==> config.mk <==
export PLATFORM = sky130hd
export DESIGN_NAME = ft_tx_framer
export DESIGN_NICKNAME = d
export VERILOG_FILES = /design/src/rtl/ft_tx_framer_pkg.sv /design/src/rtl/ft_tx_framer_crc8.sv /design/src/rtl/ft_tx_framer.sv
export SDC_FILE = /design/constraint.sdc
export NUM_CORES = 1
export LEC_CHECK = 0
export ABC_AREA = 1
export CORE_MARGIN = 10
export CORE_UTILIZATION = 58
export CTS_BUF_LIST = sky130_fd_sc_hd__clkbuf_8
export DETAILED_ROUTE_END_ITERATION = 7
export PLACE_DENSITY = 0.88
export SLEW_MARGIN = 0
export SYNTH_ARGS = -nofsm -noshare
export SYNTH_HDL_FRONTEND = slang
export SYNTH_SLANG_ARGS = --single-unit
==> constraint.sdc <==
create_clock -name clk -period 4.8 [get_ports clk]
set_input_delay 0.96 -clock clk [delete_from_list [all_inputs] [get_ports clk]]
set_output_delay 0.96 -clock clk [all_outputs]
set_load 0.1 [all_outputs]
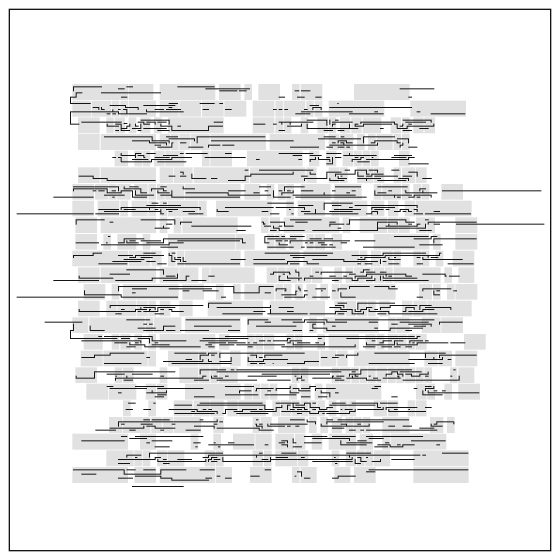
Figure 1: run 1, M1 wires.
Cells faint in the background.
longest straight run = 34.5 um
nets with wire on the layer = 379
share of all routed wire = 40%
wire length on this layer = 2890 um
number of vias in the routed layout: 2567
met1 Resource Use GR: 0.226
detailed-route wire length: 7170 um

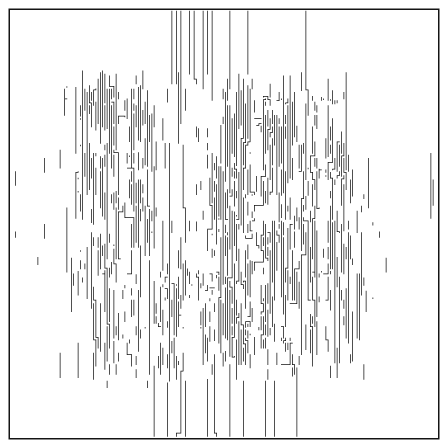
Figure 2: run 1, metal 2.
share of all routed wire = 48%
wire length on this layer = 3440 um
nets with wire on the layer = 365
main direction = vertical
longest straight run = 49.0 um
met2 Resource Use GR: 0.303

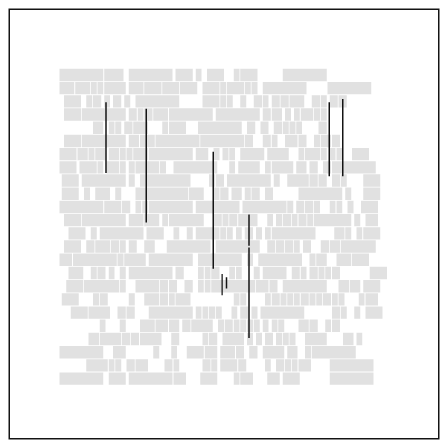
Figure 3: run 1, metal 4.
Cells faint in the background.
nets with wire on the layer = 9
longest straight run = 23.8 um

==> git commit body, run 1 <==
Update PnR metrics after Yosys + OpenROAD run

- The flow ran to the end, and the final reports show no timing, DRC or antenna violations.
- Max Root-Sink Buffers: 2
- Number of flip-flops under the largest register name: 16
- The most critical hold endpoint after final layout shows a slack of 0.485 ns.
- Nets still carrying antenna violations after routing amount to 0.
- Horiz. Die Dim: 88.2 um
- Async set or reset register ratio after synthesis: 1.00
- CTS Buf Count: 5
- The final report lists the setup-violating endpoint count as 0.
- The floorplan has 24 rows.
* Yosys Chip Area: 0.00270 mm2
- # DRC: 0
* Global-route wire length before repair: 11600 um
* Setup CP Type: reg2out
* Required time at the worst-slack endpoint: 3.84 ns
* Via count of the first global-routing pass: 2460
* # hold bufs at CTS: 0
- Post-synth net total: 374
- The most critical min-delay path falls under reg2reg.
- Pins over their slew limit in the final report were tallied at 0.
- Looking at the clock tree report, the root buffer type is sky130_fd_sc_hd__clkbuf_8.
- Total of warnings raised by yosys: 0
- Summed negative setup slack over all endpoints: 0 ns
* Achievable frequency: 312 MHz
- For reference, the clock transition at the flip-flops on the worst setup and hold paths is 0.10 ns.
- Register area: 0.00110 mm2
* Syn Inst Count: 341
* Post-synth tally of flip-flops with integrated enable: 0
* Number of maximum-capacitance constraint violations: 0
- Final critical path time including I/O delays and setup: 3.21 ns
- Worst R2R Path Depth: 12
* Ant. Diodes: 0
* # resized after CTS: 0
* RePlAce Congestion: 0.931
- The synth_stat.txt file lists the number of cells as 341.
- TritonCTS built the clock tree.
- The library cell used most frequently in the layout, excluding fill and tap cells, is sky130_fd_sc_hd__nand2_1.
- In the final layout, the share of cells above drive strength 1 is 0.0937.
- Dominant register cell in the synthesized netlist: sky130_fd_sc_hd__dfrtp_1
- Source-to-sink clock delay at the later pin of the worst-skew pair: 0.31 ns
- According to the floorplan report, the placeable core area is 0.00441 mm2.
* Average wire per standard cell: 16.0 um
- Post-layout instance count excluding filler cells: 447
- Synth top cell by count: sky130_fd_sc_hd__nand2_1
- Note, the detailed placer reported a final HPWL of 5380 um.
- Fill cells in the final layout number 338.
run 1: critical path, stage by stage (launching register included):
cell and delay (ns):
sky130_fd_sc_hd__dfrtp_1 0.45, sky130_fd_sc_hd__nor2_2 0.19, sky130_fd_sc_hd__nand2_1 0.10, sky130_fd_sc_hd__inv_1 0.08, sky130_fd_sc_hd__clkdlybuf4s50_1 1.13
run 1: through the flow:
stage	cell area (um2)	utilization
after floorplan	2700	-
after global placement	3210	0.726
after detailed placement	3210	0.726
after CTS	3320	0.752
after global routing	3320	0.752
final	3320	0.752
run 1: logic make-up after synthesis:
group	share of synthesized area
simple gates	0.286
compound gates	0.104
flops	0.408
buf+inv	0.0914
xor+xnor	0.0520
fa+ha+maj	0.0585
run 1: metal layers:
layer	GRT usage	routed length, um
met5	0	0
met4	0.0499	122
met3	0.0631	724
met2	0.303	3440
met1	0.226	2890
run 1: layout make-up:
class,count,share of cell area
multi-input combinational,235,0.406
sequential,44,0.332
timing repair buffer,50,0.142
inverter,58,0.0656
clock buffer,5,0.0207
tap,52,0.0196
clock inverter,3,0.0139
Figure 4. Cell area per tile (run 1).
Scale bar: 20 um. The die is cut into 9 by 9 equal tiles; dark blue is low, red is high, 0 to 100% covered.
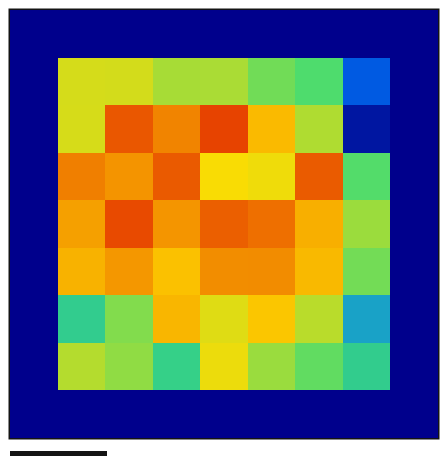

==> inputs of run 2 (changes only) <==
CORE_UTILIZATION = 54   (was 58)
PLACE_DENSITY = 0.83   (was 0.88)
clock period = 3.2 ns   (was 4.8 ns; I/O delays follow)
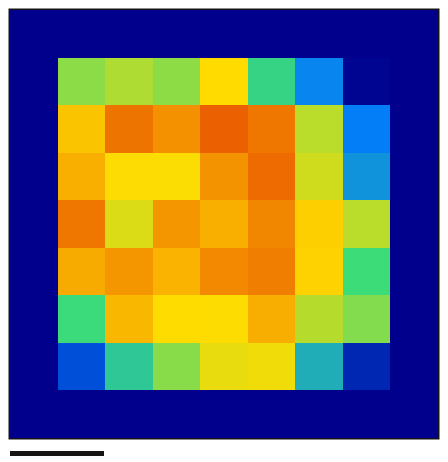
Figure 5: run 2, cell area per tile.
Scale bar: 20 um. The die is cut into 9 by 9 equal tiles; dark blue is low, red is high, 0 to 100% covered.
nearly empty tiles = 41%
tiles over 75% full = 27%
mean over tiles = 40%
densest ninth of the die = middle
placeable core region: 0.00479 mm2
Core Util at FP: 0.563

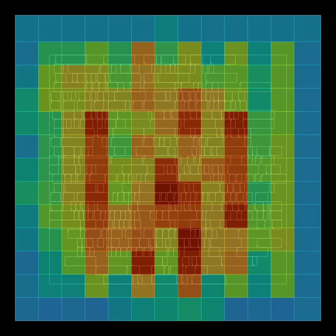
Figure 6: run 2, congestion heat map.
overall fraction of global-route tracks in use: 0.170
met1 Resource Use GR: 0.217

==> run 2 against run 1 <==
Area after synthesis unchanged; clock skew down 0.0069 ns; cell count up 3.4%; global-route usage is 1.5 points lower; non-clock buffer count is 1 higher; wire length is 3.1% lower; first-iteration DRC count is 19% lower; synthesized cell count is the same; critical path type unchanged; highest routed layer unchanged.
==> git commit body, run 2 <==
Update PnR metrics after Yosys + OpenROAD run

* Max Root-Sink Buffers: 2
- Startpoint kind of the worst setup timing path: flop
- Ant. Diodes: 0
- Detailed Routing Iterations Pass 1: 5
- Synth top cell by count: sky130_fd_sc_hd__nand2_1
- Sequential element share of the synthesized area: 0.408
- Syn Inst Count: 341
- Summing all non-filler instances in the final layout gives an area of 0.00337 mm2.
- Post-CTS repair changed the size of 0 cells.
- Per the detailed placement report, the placed cell area equals 0.00329 mm2.
* Setup CP Type: reg2out
- The synthesis report lists the Yosys warning total as 0.
* Worst stage delay on the critical path: 0.44 ns
- Library cell used as clock root buffer: sky130_fd_sc_hd__clkbuf_8
* Largest net degree at the start of global routing: 45
- # hold bufs at CTS: 0
- Headroom to the max-slew limit: 0.628
- Number of violations reported at the end of detailed-routing iteration 0: 143
- Crit-path cells: inv_2 -> nand3_1 -> inv_1 -> a21oi_1 -> inv_1 -> buf_12
- The run finished with clean final reports.
- Yosys mapped a number of flops with a built-in enable equal to 0.
- Final nets: 428
- Fill cells in the final layout number 365.
- Number of vias in the routed layout: 2507
- Yosys cell count: 341
* Arrival time reported for the critical path endpoint: 2.02 ns
- Along the worst path, the maximum fanout reaches 6.
* Horiz. Die Dim: 90.7 um
- GR Overflow Total: 0
- The layout summary lists the proportion of cells stronger than drive strength 1 as 0.144.
* Achievable frequency: 376 MHz
* # DRC: 0
- Detailed-route wire length: 6950 um
* CTS tree: done
* Async set or reset register ratio after synthesis: 1.00
* Antenna-violating nets left: 0
* Number of standard-cell rows in the floorplan: 25
* Worst path most repeated cell: sky130_fd_sc_hd__inv_1
- Yosys top cell by area: sky130_fd_sc_hd__dfrtp_1
- Die outline height: 90.7 um
- Post-synth net total: 374
* Slowest CP cell: sky130_fd_sc_hd__dfrtp_1
- Yosys Chip Area: 0.00270 mm2
- The number of maximum-capacitance violations recorded for the run is 0.
* Required time at the worst-slack endpoint: 2.56 ns
* Path category of the worst min-delay check: reg2reg
* Clock transition at the register clock pins on the worst setup and hold paths after CTS: 0.09 ns
- Dominant register cell in the synthesized netlist: sky130_fd_sc_hd__dfrtp_1
- Worst R2R Path Depth: 12
* Average vias per placed instance: 5.43
- Total of endpoints with negative setup slack in the final report: 0
- Per the detail_route report, routed wire per instance is 15.0 um.
- Once detailed placement completed, the half-perimeter wirelength came to 5280 um.
- Global-route wire length before repair: 11800 um
- The final timing report lists a max-slew violation count of 0.
- Unrepaired setup endpoints after global routing: no
* CTS Buf Count: 5
- Via count of the first global-routing pass: 2492
* RePlAce Congestion: 0.945
* Worst slack at placement: 0.587 ns
- Number of flip-flops under the largest register name: 16
- Per the skew report, the later register of the worst-skew pair sees a clock latency of 0.30 ns.
- Final critical path time including I/O delays and setup: 2.66 ns
* Most common cell after layout, fill and taps aside: sky130_fd_sc_hd__nand2_1
## run 2: worst max-delay path: cells and delay by family, from the launching register on
| kind | cells | cell delay, ns |
|---|---|---|
| compound gates | 1 | 0.39 |
| buf+inv | 4 | 0.64 |
| flops | 1 | 0.44 |
| simple gates | 1 | 0.24 |
## run 2: through the flow
stage / std cells / setup TNS [ns] / hold slack (ns) / utilization
3_3_place_gp: 455 / 0 / 0.464 / 0.687
5_1_grt: 462 / 0 / 0.520 / 0.704
4_1_cts: 462 / 0 / 0.484 / 0.704
6_report: 462 / 0 / 0.485 / 0.704
2_1_floorplan: 341 / -1.18 / 0.476 / -
3_5_place_dp: 455 / 0 / 0.468 / 0.687
## run 2: layout make-up
cell class	instances	area, um2	area share
clock buffer	5	68.8	0.0204
clock inverter	2	12.5	0.00371
inverter	58	218	0.0646
multi-input combinational	235	1350	0.401
sequential	44	1100	0.327
tap	67	83.8	0.0249
timing repair buffer	51	533	0.158
## run 2: layer usage
| layer | track usage | wire [um] | share of wire | up-vias |
|---|---|---|---|---|
| met5 | 0 | 0 | 0 | - |
| met4 | 0.0464 | 103 | 0.015 | 0 |
| met3 | 0.0366 | 448 | 0.064 | 13 |
| met2 | 0.280 | 3430 | 0.49 | 97 |
| met1 | 0.217 | 2970 | 0.43 | 1175 |
| li1 | - | - | - | 1222 |
## run 2: cell families after synthesis
group	count (synthesis)	synth area share
AND/OR/NAND/NOR	158	0.286
flip-flops	44	0.408
buffers and inverters	62	0.0914
AND-OR/OR-AND	49	0.104
adder cells (fa/ha/maj)	12	0.0585
XOR/XNOR	16	0.0520
